## src/rtl/neuron_act_pkg.sv

```systemverilog
// neuron_act_pkg: shared FSM states and CORDIC constants
// for the tanh / sigmoid activation stage (Q3.16 internal).
package neuron_act_pkg;

  typedef enum logic [1:0] {
    IDLE,
    ROT,
    DIV,
    DONE
  } state_t;

  localparam int FRAC        = 16;
  localparam int OUT_FRAC    = 14;
  localparam int STEP_W      = 5;
  localparam int CORDIC_ITER = 14;
  localparam int REP_A       = 4;
  localparam int REP_B       = 13;
  localparam int ROT_STEPS   = CORDIC_ITER + 2;

  // 1/K_h = 1.207497 in Q3.16
  localparam logic [19:0] INV_KH = 20'h1351F;

  localparam int Q14_ONE  = 1 << OUT_FRAC;
  localparam int Q14_HALF = 1 << (OUT_FRAC - 1);

  // atanh(2^-i) in Q3.16, i = 1..14
  function automatic logic [19:0] atanh_q16(input logic [4:0] i);
    logic [19:0] r;
    case (i)
      5'd1:    r = 20'd35999;
      5'd2:    r = 20'd16739;
      5'd3:    r = 20'd8235;
      5'd4:    r = 20'd4101;
      5'd5:    r = 20'd2049;
      5'd6:    r = 20'd1024;
      5'd7:    r = 20'd512;
      5'd8:    r = 20'd256;
      5'd9:    r = 20'd128;
      5'd10:   r = 20'd64;
      5'd11:   r = 20'd32;
      5'd12:   r = 20'd16;
      5'd13:   r = 20'd8;
      5'd14:   r = 20'd4;
      default: r = 20'd0;
    endcase
    return r;
  endfunction

endpackage

```

## src/rtl/neuron_cordic_act_sched.sv

```systemverilog
// cordic_step_sched: maps the rotation step counter to the
// shift index i (repeating i=4 and i=13) and its atanh angle.
module cordic_step_sched
  import neuron_act_pkg::*;
#(
  parameter int INT_W = 20
) (
  input  logic [STEP_W-1:0]       step,
  output logic [STEP_W-1:0]       shift,
  output logic signed [INT_W-1:0] angle
);

  logic [STEP_W-1:0] skip;

  // Each repeat delays every later index by one step.
  always_comb begin
    skip = '0;
    if (step >= STEP_W'(REP_A))
      skip = skip + 1'b1;
    if (step >= STEP_W'(REP_B + 1))
      skip = skip + 1'b1;
    shift = step + 1'b1 - skip;
    angle = $signed(INT_W'(atanh_q16(shift)));
  end

endmodule

```

## src/rtl/neuron_cordic_act.sv

```systemverilog
// neuron_cordic_act: tanh(acc_in) via hyperbolic rotation then
// linear-vectoring divide. Ports: clk, rst, in_valid/in_ready/
// acc_in (Q3.12), out_valid/out_ready/act_out (Q1.14).
// Define NEURON_SIGMOID_EN to output sigmoid(acc_in) instead.
module neuron_cordic_act
  import neuron_act_pkg::*;
#(
  parameter int DATA_W  = 16,
  parameter int IN_FRAC = 12,
  parameter int ITER    = CORDIC_ITER,
  parameter int INT_W   = 20
) (
  input  logic              clk,
  input  logic              rst,
  input  logic              in_valid,
  output logic              in_ready,
  input  logic [DATA_W-1:0] acc_in,
  output logic              out_valid,
  input  logic              out_ready,
  output logic [DATA_W-1:0] act_out
);

  localparam int RSTEPS = ITER + (ROT_STEPS - CORDIC_ITER);
  localparam int OSH    = FRAC - OUT_FRAC;

  localparam logic signed [DATA_W-1:0] LIM =
    DATA_W'(1 << IN_FRAC);
  localparam logic signed [INT_W-1:0] RND =
    INT_W'(1 << (OSH - 1));
  localparam logic [INT_W-1:0] ONE_Q =
    INT_W'(Q14_ONE) << OSH;
`ifdef NEURON_SIGMOID_EN
  localparam logic signed [INT_W-1:0] HALF_Q =
    INT_W'(Q14_HALF) << OSH;
`endif

  state_t state, nstate;

  logic signed [INT_W-1:0] x, y, z;
  logic [STEP_W-1:0]       step;
  logic [STEP_W-1:0]       sh;
  logic signed [INT_W-1:0] ang;
  logic                    rot_last, div_last;

  cordic_step_sched #(
    .INT_W(INT_W)
  ) u_sched (
    .step (step),
    .shift(sh),
    .angle(ang)
  );

  logic signed [DATA_W-1:0] acc_h, acc_c;
  logic signed [INT_W-1:0]  z0;

`ifdef NEURON_SIGMOID_EN
  // sigmoid(a) = 0.5 + 0.5*tanh(a/2)
  assign acc_h = $signed(acc_in) >>> 1;
`else
  assign acc_h = $signed(acc_in);
`endif

  always_comb begin
    acc_c = acc_h;
    if (acc_h > LIM)
      acc_c = LIM;
    else if (acc_h < -LIM)
      acc_c = -LIM;
  end

  assign z0 = $signed({{(INT_W-DATA_W){acc_c[DATA_W-1]}},
                       acc_c}) <<< (FRAC - IN_FRAC);

  logic                    rd, dd;
  logic signed [INT_W-1:0] xr, yr, zr;
  logic signed [INT_W-1:0] yd, zd, zf, pw;
  logic [DATA_W-1:0]       qr;

  always_comb begin
    rd = !z[INT_W-1];
    xr = rd ? x + (y >>> sh) : x - (y >>> sh);
    yr = rd ? y + (x >>> sh) : y - (x >>> sh);
    zr = rd ? z - ang : z + ang;
    // x = cosh stays fixed; z accumulates y/x
    dd = !y[INT_W-1];
    pw = $signed(ONE_Q >> step);
    yd = dd ? y - (x >>> step) : y + (x >>> step);
    zd = dd ? z + pw : z - pw;
`ifdef NEURON_SIGMOID_EN
    zf = (zd >>> 1) + HALF_Q;
`else
    zf = zd;
`endif
    qr = DATA_W'((zf + RND) >>> OSH);
  end

  assign rot_last = (state == ROT) &&
                    (step == STEP_W'(RSTEPS - 1));
  assign div_last = (state == DIV) &&
                    (step == STEP_W'(ITER - 1));
  assign in_ready = (state == IDLE) && !rst;

  always_ff @(posedge clk or posedge rst) begin
    if (rst)
      state <= IDLE;
    else
      state <= nstate;
  end

  always_comb begin
    nstate = state;
    unique case (state)
      IDLE: if (in_valid)  nstate = ROT;
      ROT:  if (rot_last)  nstate = DIV;
      DIV:  if (div_last)  nstate = DONE;
      DONE: if (out_ready) nstate = IDLE;
    endcase
  end

  always_ff @(posedge clk or posedge rst) begin
    if (rst) begin
      x         <= '0;
      y         <= '0;
      z         <= '0;
      step      <= '0;
      out_valid <= 1'b0;
      act_out   <= '0;
    end else begin
      unique case (state)
        IDLE: begin
          if (in_valid) begin
            x    <= $signed(INT_W'(INV_KH));
            y    <= '0;
            z    <= z0;
            step <= '0;
          end
        end
        ROT: begin
          x <= xr;
          y <= yr;
          if (rot_last) begin
            z    <= '0;
            step <= '0;
          end else begin
            z    <= zr;
            step <= step + 1'b1;
          end
        end
        DIV: begin
          y    <= yd;
          z    <= zd;
          step <= step + 1'b1;
          if (div_last) begin
            act_out   <= qr;
            out_valid <= 1'b1;
          end
        end
        DONE: begin
          if (out_ready)
            out_valid <= 1'b0;
        end
      endcase
    end
  end

endmodule

```

## config.mk

```make
export PLATFORM = sky130hd
export DESIGN_NAME = neuron_cordic_act
export DESIGN_NICKNAME = d
export VERILOG_FILES = /design/src/rtl/neuron_act_pkg.sv /design/src/rtl/neuron_cordic_act_sched.sv /design/src/rtl/neuron_cordic_act.sv
export SDC_FILE = /design/constraint.sdc
export NUM_CORES = 1
export LEC_CHECK = 0
export CAP_MARGIN = 20
export CORE_ASPECT_RATIO = 1.2
export CORE_MARGIN = 2
export CORE_UTILIZATION = 55
export CTS_BUF_LIST = sky130_fd_sc_hd__clkbuf_8 sky130_fd_sc_hd__clkbuf_16
export DETAILED_ROUTE_END_ITERATION = 10
export GPL_TIMING_DRIVEN = 0
export PLACE_DENSITY = 0.72
export SETUP_SLACK_MARGIN = 0.1
export SYNTH_ARGS = -nofsm -noshare
export SYNTH_HDL_FRONTEND = slang
export SYNTH_SLANG_ARGS = --single-unit
```

## constraint.sdc

```tcl
create_clock -name clk -period 11.7 [get_ports clk]
set_clock_uncertainty 0.05 [all_clocks]
set_input_delay 2.34 -clock clk [delete_from_list [all_inputs] [get_ports clk]]
set_output_delay 2.34 -clock clk [all_outputs]
set_load 0.03 [all_outputs]
```

Fig. 1: clock wires, drivers and flops
The bar under the picture is 50 µm long.
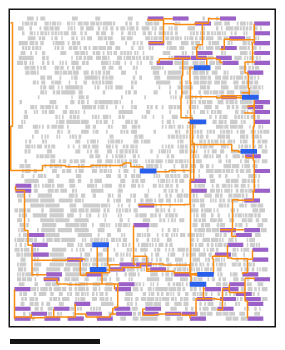
purple -> flip-flops  # count 84
blue -> clock drivers  # count 9
orange -> clock wires  # length 1540 µm
routed clock nets = 10
flops lie = spread over the die

==> impl_metrics.csv <==
group,metric,value,unit
grt,grt_pass1_vias,13709,
clock_tree,cts_tree,"built",
grt,grt_max_degree,54,
finish,finalCoreUtilization,60.5,%
clock_tree,clockBufferDepth,2,
synth,topCellsByArea,"dfrtp_1 16%, ha_1 9.2%, mux4_2 6.7%, nand2_1 6.6%, xnor2_1 5.4%",
synth,simple_gate_area_share,20.9,%
finish,final_cell_count_no_fill,2144,
clock_tree,insertion_delay,0.37,ns
grt,top_usage_layer,"met2",
synth,ys_cells,1770,
finish,fillers,2340,
floorplan,fp-utilization,55.9,%
place,gp_congestion,1.06,
grt,grt_pass1_wl,76500,µm
finish,sh_comb_area,72.4,%
critical_path,cpMaxStageDelayCell,"a2111o_1",
clock_tree,post_cts_resize_count,0,
finish,logic_area,0.0105,mm²
route,wl_met2,22700,µm
synth,ys_area,0.0134,mm²
finish,antennaDiodeCount,0,
final_timing,hold_ws,0.433,ns
route,dr.pass1.iters,8,
synth,ys_sh_aoi,26.4,%
place,dp_slack,1.51,ns
finish,drive_above_1_share,7.46,%
critical_path,cpLargestDelayFamily,"AND-OR/OR-AND gates",
synth,synth_cells,1770,
grt,met1_usage,46.9,%
critical_path,r2r-start,"step[3]$_DFFE_PP0P_",
hold_path,hold_path_class,"reg -> reg",
final_timing,worstMarginPinSlew,1.23,ns
grt,grt_antenna_before_repair,0,
critical_path,cp.arrival,10.67,ns
synth,mux_area_share,11.7,%
job,max_cap_violations,0,
final_timing,setup_tns,0,ns
critical_path,required,11.87,ns
route,dr_wl_met3,3760,µm
synth,common_cells,"236 x nand2_1, 156 x nor2_1, 143 x o21ai_0",
synth,ys_sh_adder,9.93,%
status,status,"finished clean",
critical_path,path_depth,39,
Fig. 2: M3 wires
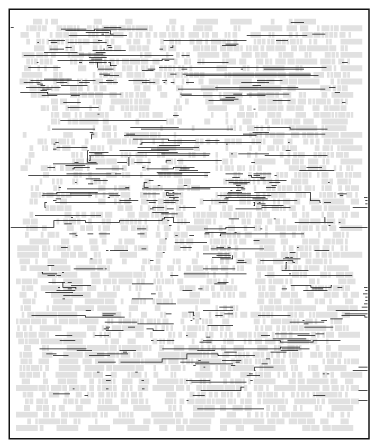
share of all routed wire = 7.7%
longest straight run = 73.1 µm
wire length on this layer = 3760 µm
main direction = horizontal

